### config.mk
export PLATFORM = sky130hd
export DESIGN_NAME = conv_encoder_packer
export DESIGN_NICKNAME = d
export VERILOG_FILES = /design/src/rtl/viterbi_pkg.sv /design/src/rtl/conv_enc_core.sv /design/src/rtl/conv_encoder_packer.sv
export SDC_FILE = /design/constraint.sdc
export NUM_CORES = 1
export LEC_CHECK = 0
export CORE_MARGIN = 1
export CORE_UTILIZATION = 57
export CTS_CLUSTER_DIAMETER = 200
export DETAILED_ROUTE_END_ITERATION = 16
export HOLD_SLACK_MARGIN = 0.15
export PLACE_DENSITY = 0.86
export SLEW_MARGIN = 20
export SYNTH_ARGS = -nofsm -noshare
export SYNTH_HDL_FRONTEND = slang
export SYNTH_SLANG_ARGS = --single-unit
export TNS_END_PERCENT = 50
### constraint.sdc
create_clock -name clk -period 4.5 [get_ports clk]
set_input_delay 0.9 -clock clk [delete_from_list [all_inputs] [get_ports clk]]
set_output_delay 0.9 -clock clk [all_outputs]
set_load 0.05 [all_outputs]
### src/rtl/viterbi_pkg.sv
// Shared definitions for the rate-1/2 convolutional encoder and the Viterbi
// decoder: generator masks per constraint length, FSM state type and the
// symbol packing layout of the byte interface.
package viterbi_pkg;

  typedef enum logic [1:0] {
    IDLE = 2'd0,
    DATA = 2'd1,
    TAIL = 2'd2,
    PAD  = 2'd3
  } state_t;

  // Symbol layout: two bits per symbol, four symbols per byte, oldest symbol
  // in the least significant position.
  localparam int         SYM_W         = 2;
  localparam int         SYMS_PER_BYTE = 4;
  localparam int         PACK_W        = SYM_W * (SYMS_PER_BYTE - 1);
  localparam int         SYM_G0_BIT    = 1;
  localparam int         SYM_G1_BIT    = 0;
  localparam logic [1:0] PAD_SYM       = 2'b00;
  localparam int         K_MAX         = 7;

  // Generator G0, bit j taps the input bit j steps in the past.
  function automatic logic [K_MAX-1:0] gen_g0(input int k);
    case (k)
      3:       return 7'b0000111;
      5:       return 7'b0010011;
      7:       return 7'b1111001;
      default: return '0;
    endcase
  endfunction

  // Generator G1, same tap convention as G0.
  function automatic logic [K_MAX-1:0] gen_g1(input int k);
    case (k)
      3:       return 7'b0000101;
      5:       return 7'b0011101;
      7:       return 7'b1011011;
      default: return '0;
    endcase
  endfunction

endpackage

### src/rtl/conv_enc_core.sv
// Convolutional encoder register: K-1 bits of history plus the combinational
// two-bit symbol for the bit currently presented on bit_in.
module conv_enc_core
  import viterbi_pkg::*;
#(
  parameter int K = 5
) (
  input  logic             clk,
  input  logic             rst,
  input  logic             clr,
  input  logic             adv,
  input  logic             bit_in,
  output logic [SYM_W-1:0] sym_out
);
  localparam logic [K_MAX-1:0] G0_ALL = gen_g0(K);
  localparam logic [K_MAX-1:0] G1_ALL = gen_g1(K);
  localparam logic [K-1:0]     G0     = G0_ALL[K-1:0];
  localparam logic [K-1:0]     G1     = G1_ALL[K-1:0];

  logic [K-2:0] st;
  logic [K-1:0] r;

  // Newest bit sits in the LSB so the generator masks tap history by bit index.
  always_comb begin
    r                   = {st, bit_in};
    sym_out             = '0;
    sym_out[SYM_G0_BIT] = ^(r & G0);
    sym_out[SYM_G1_BIT] = ^(r & G1);
  end

  // History register: cleared at frame start, shifts once per encoded bit.
  always_ff @(posedge clk or posedge rst) begin
    if (rst)      st <= '0;
    else if (clr) st <= '0;
    else if (adv) st <= {st[K-3:0], bit_in};
  end

endmodule

### src/rtl/conv_encoder_packer.sv
// Rate-1/2 convolutional encoder feeding a 4-symbol byte packer. Bytes enter
// LSB first; frames flagged eof optionally get K-1 zero tail bits and zero
// padding up to a whole symbol byte.
module conv_encoder_packer
  import viterbi_pkg::*;
#(
  parameter int K       = 5,
  parameter bit TAIL_EN = 1'b1
) (
  input  logic       clk,
  input  logic       rst,
  input  logic [7:0] in_data,
  input  logic       in_sof,
  input  logic       in_eof,
  input  logic       in_valid,
  output logic       in_ready,
  output logic [7:0] out_data,
  output logic       out_valid,
  input  logic       out_ready,
  output logic       out_last,
  output logic       busy
);
  if (!(K == 3 || K == 5 || K == 7)) begin : g_bad_k
    $error("conv_encoder_packer: K must be 3, 5 or 7");
  end

  localparam logic [2:0] TAIL_LAST = 3'(K - 2);
  localparam logic [1:0] SYM_LAST  = 2'(SYMS_PER_BYTE - 1);

  state_t            state, state_nxt;
  logic [7:0]        shreg;
  logic [2:0]        bit_cnt;
  logic              eof_q;
  logic [1:0]        sym_cnt;
  logic [PACK_W-1:0] pack;
  logic [SYM_W-1:0]  core_sym, sym;
  logic              accept, encoding, active, byte_done, blocked, adv;
  logic              last_step, frame_end, enc_bit;

  // Step control: a step only stalls when it would load a full output
  // register that is not draining on the same edge.
  always_comb begin
    accept    = (state == IDLE) && in_valid;
    encoding  = (state == DATA) || (state == TAIL);
    active    = encoding || (state == PAD);
    byte_done = (sym_cnt == SYM_LAST);
    blocked   = byte_done && out_valid && !out_ready;
    adv       = active && !blocked;
    enc_bit   = (state == DATA) ? shreg[0] : 1'b0;
    sym       = (state == PAD) ? PAD_SYM : core_sym;
    last_step = 1'b0;
    frame_end = 1'b0;
    case (state)
      DATA: begin
        last_step = (bit_cnt == 3'd7);
        frame_end = last_step && eof_q && !TAIL_EN;
      end
      TAIL: begin
        last_step = (bit_cnt == TAIL_LAST);
        frame_end = last_step && byte_done;
      end
      PAD: begin
        last_step = byte_done;
        frame_end = byte_done;
      end
      default: ;
    endcase
  end

  conv_enc_core #(.K(K)) u_core (
    .clk     (clk),
    .rst     (rst),
    .clr     (accept && in_sof),
    .adv     (adv && encoding),
    .bit_in  (enc_bit),
    .sym_out (core_sym)
  );

  // FSM state register.
  always_ff @(posedge clk or posedge rst) begin
    if (rst) state <= IDLE;
    else     state <= state_nxt;
  end

  // FSM next state: data bits, then optional tail, then pad to a byte edge.
  always_comb begin
    state_nxt = state;
    case (state)
      IDLE: if (in_valid) state_nxt = DATA;
      DATA: if (adv && last_step) state_nxt = (eof_q && TAIL_EN) ? TAIL : IDLE;
      TAIL: if (adv && last_step) state_nxt = byte_done ? IDLE : PAD;
      PAD:  if (adv && last_step) state_nxt = IDLE;
      default: state_nxt = IDLE;
    endcase
  end

  // Input byte shifter and bit counter; the counter is reused for tail bits.
  always_ff @(posedge clk or posedge rst) begin
    if (rst) begin
      shreg   <= '0;
      bit_cnt <= '0;
      eof_q   <= 1'b0;
    end else if (accept) begin
      shreg   <= in_data;
      bit_cnt <= '0;
      eof_q   <= in_eof;
    end else if (adv && encoding) begin
      shreg   <= {1'b0, shreg[7:1]};
      bit_cnt <= (state == TAIL && last_step) ? 3'd0 : bit_cnt + 3'd1;
    end
  end

  // Packer: collect three symbols, emit the byte with the fourth. A load on
  // the same edge as a consume wins, so back-to-back bytes have no bubble.
  always_ff @(posedge clk or posedge rst) begin
    if (rst) begin
      sym_cnt   <= '0;
      pack      <= '0;
      out_data  <= '0;
      out_valid <= 1'b0;
      out_last  <= 1'b0;
    end else begin
      if (out_valid && out_ready) out_valid <= 1'b0;
      if (adv) begin
        sym_cnt <= sym_cnt + 2'd1;
        if (byte_done) begin
          out_data  <= {sym, pack};
          out_valid <= 1'b1;
          out_last  <= frame_end;
        end else begin
          pack <= {sym, pack[PACK_W-1:SYM_W]};
        end
      end
    end
  end

  assign in_ready = (state == IDLE);
  assign busy     = (state != IDLE) || out_valid;

endmodule

sizes.png
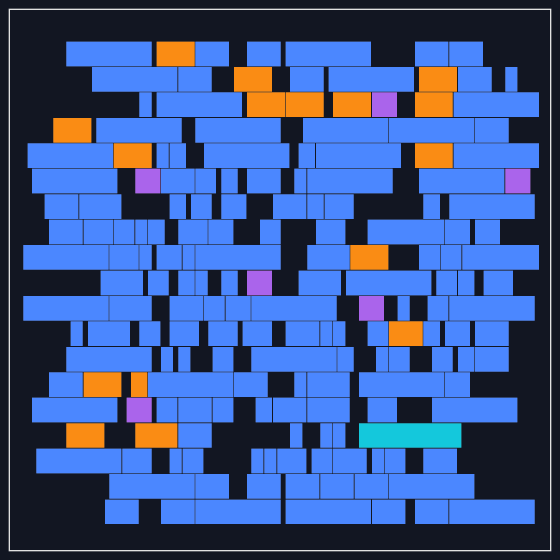
| colour | size | cells |
|---|---|---|
| cyan | _6 and larger | 1 |
| orange | _2 cells | 16 |
| purple | _3 and _4 cells | 6 |
| blue | _0 and _1 cells | 156 |
post-route setup slack: 1.034 ns
Final Instance Area: 2111 sq um
synthesis-to-layout area growth: 19.22%
number of non-clock buffers: 26

logic_types.png
The bar under the picture is 20 microns long.
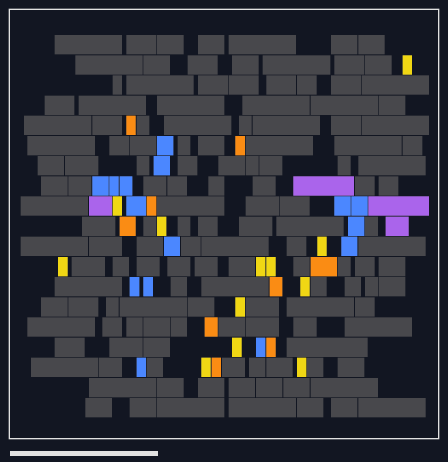
| colour | family | cells |
|---|---|---|
| purple | XOR/XNOR gates | 4 |
| orange | NOR gates | 9 |
| blue | NAND gates | 15 |
| yellow | inverters | 12 |

layer_met3.png
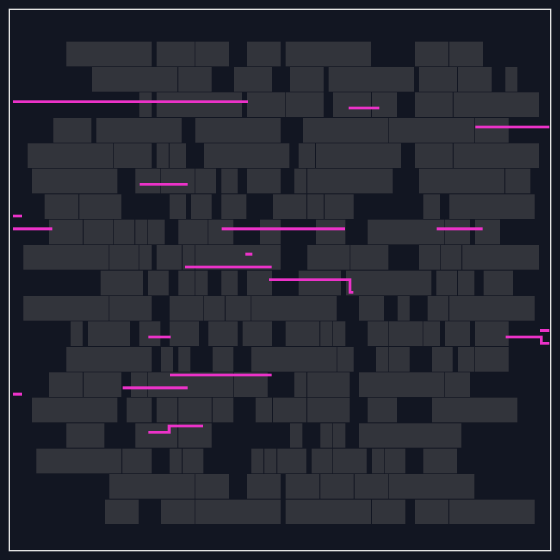
main direction: horizontal
nets with wire on the layer: 12
share of all routed wire: 3.1%
wire length on this layer: 114 microns
longest straight run: 24.8 microns

==> out/metrics.cfg <==
[detailed_routing]
postRouteAntennaNets=0
wl_per_cell_microns=17.32
num_vias=1288
vias_per_cell=6.133
drt_iter0_markers=72
drc_errors=1

[placement]
dpl.hpwl_microns=2634
routabilityCongestion=0.7938
placed_area_sq_um=2034
io_buffers=25

[synthesis]
synth.most_common_cell=dfrtp_1
common_cells=dfrtp_1 (36), mux2_2 (12), inv_1 (11)
syn_inst=151
async_flop_share=1.000
avgSynthCellArea_sq_um=11.72
synth_cell_types=39
synthFlopType=dfrtp_1

[clock_network]
cts_made_buffers=5
cts_tree=yes
post_cts_buffers=0
cts_root_buf=clkbuf_4
htree_levels=2
clock_path_buffers=2

[final_timing]
slew_headroom=0.4410
tightest_slew_ns=0.8385
finalHoldViolations=0
slew_violations=0
whs_ns=0.4928

[critical_path]
path_max_fanout=27
r2r_cells=5
r2r-end=bit_cnt[1]$_DFFE_PP0P_

[min_path]
min_from=sym_cnt[0]$_DFFE_PP0N_

[grt]
grt_max_degree=37
grt_pass1_wl_microns=6141
grt_pass1_vias=1350
grt_overflow=0
antenna_found_initial=0

[status]
status=finished with violations
violations=design-rule violations

[floorplanning]
core_area_sq_um=2853
dieHeight_microns=57.73
rows=19
num_io_pins=26

[power_and_ir_drop]
power.share.clock=0.140
p_total_mw=1.615
p_seq_frac=0.348

[final_layout]
fin_util=0.7399
drive_gt1_frac=0.1285

[worst max-delay path, cell delays in order, from the launching register on]
cell	delay, ns
dfrtp_1	0.44
inv_1	0.12
ha_1	0.72
clkdlybuf4s50_1	0.95
[cell families (layout without fill, tap and decap cells)]
group / Yosys count / after routing / synth area share
AND-OR/OR-AND: 38 / 38 / 0.1675
XOR/XNOR: 4 / 4 / 0.03534
multiplexers: 12 / 12 / 0.07633
flip-flops: 36 / 36 / 0.5088
AND/OR/NAND/NOR: 35 / 35 / 0.1117
adder cells (fa/ha/maj): 8 / 8 / 0.05654
buffers and inverters: 18 / 46 / 0.04381
[power groups by stage]
stage          clock network (mW)  logic [mW]  registers [mW]
2_1_floorplan                   0       0.505           0.668
3_3_place_gp                    0       0.787           0.557
3_5_place_dp                    0       0.827           0.570
4_1_cts                     0.228       0.832           0.562
5_1_grt                     0.238       0.892           0.578
6_report                    0.226       0.828           0.562
[routing by layer]
layer  up-vias  GRT usage  routed length [microns]  part of all wire
li1        622          -                        -                 -
met4         0    0.09184                       65             0.018
met3         9    0.04688                      113             0.031
met5         -          0                        0                 0
met2        22     0.3920                     1730              0.48
met1       635     0.3328                     1727              0.47
[sequential cells by signal (all words and copies together) (netlist names)]
register and cells:
shreg 8, out_data 8, state 2, out_last 1, pack 6, eof_q 1
u_core.st 4, sym_cnt 2, bit_cnt 3, out_valid 1
[final cells by class]
class	count	area, sq um
Timing Repair Buffer	26	257.7
Fill cell	207	742.0
Sequential cell	36	900.9
Clock buffer	6	41.29
Clock inverter	2	35.03
Tap cell	31	38.79
Inverter	12	45.04
Multi-Input combinational cell	97	792.0
[worst max-delay path by stage]
stage          cells after the start  endpoint
5_1_grt                            3  in_ready
4_1_cts                            3  in_ready
2_1_floorplan                      5      busy
3_3_place_gp                       3  in_ready
6_report                           3  in_ready
3_5_place_dp                       3  in_ready
[layout by cell type (no fill, tap or decap), types with 6 or more instances in the layout]
| master | Yosys | final |
|---|---|---|
| and3_1 | 6 | 6 |
| clkdlybuf4s50_1 | 0 | 25 |
| dfrtp_1 | 36 | 36 |
| ha_1 | 8 | 8 |
| inv_1 | 11 | 11 |
| mux2_2 | 12 | 12 |
| o21ai_0 | 6 | 6 |
| o31ai_1 | 7 | 7 |
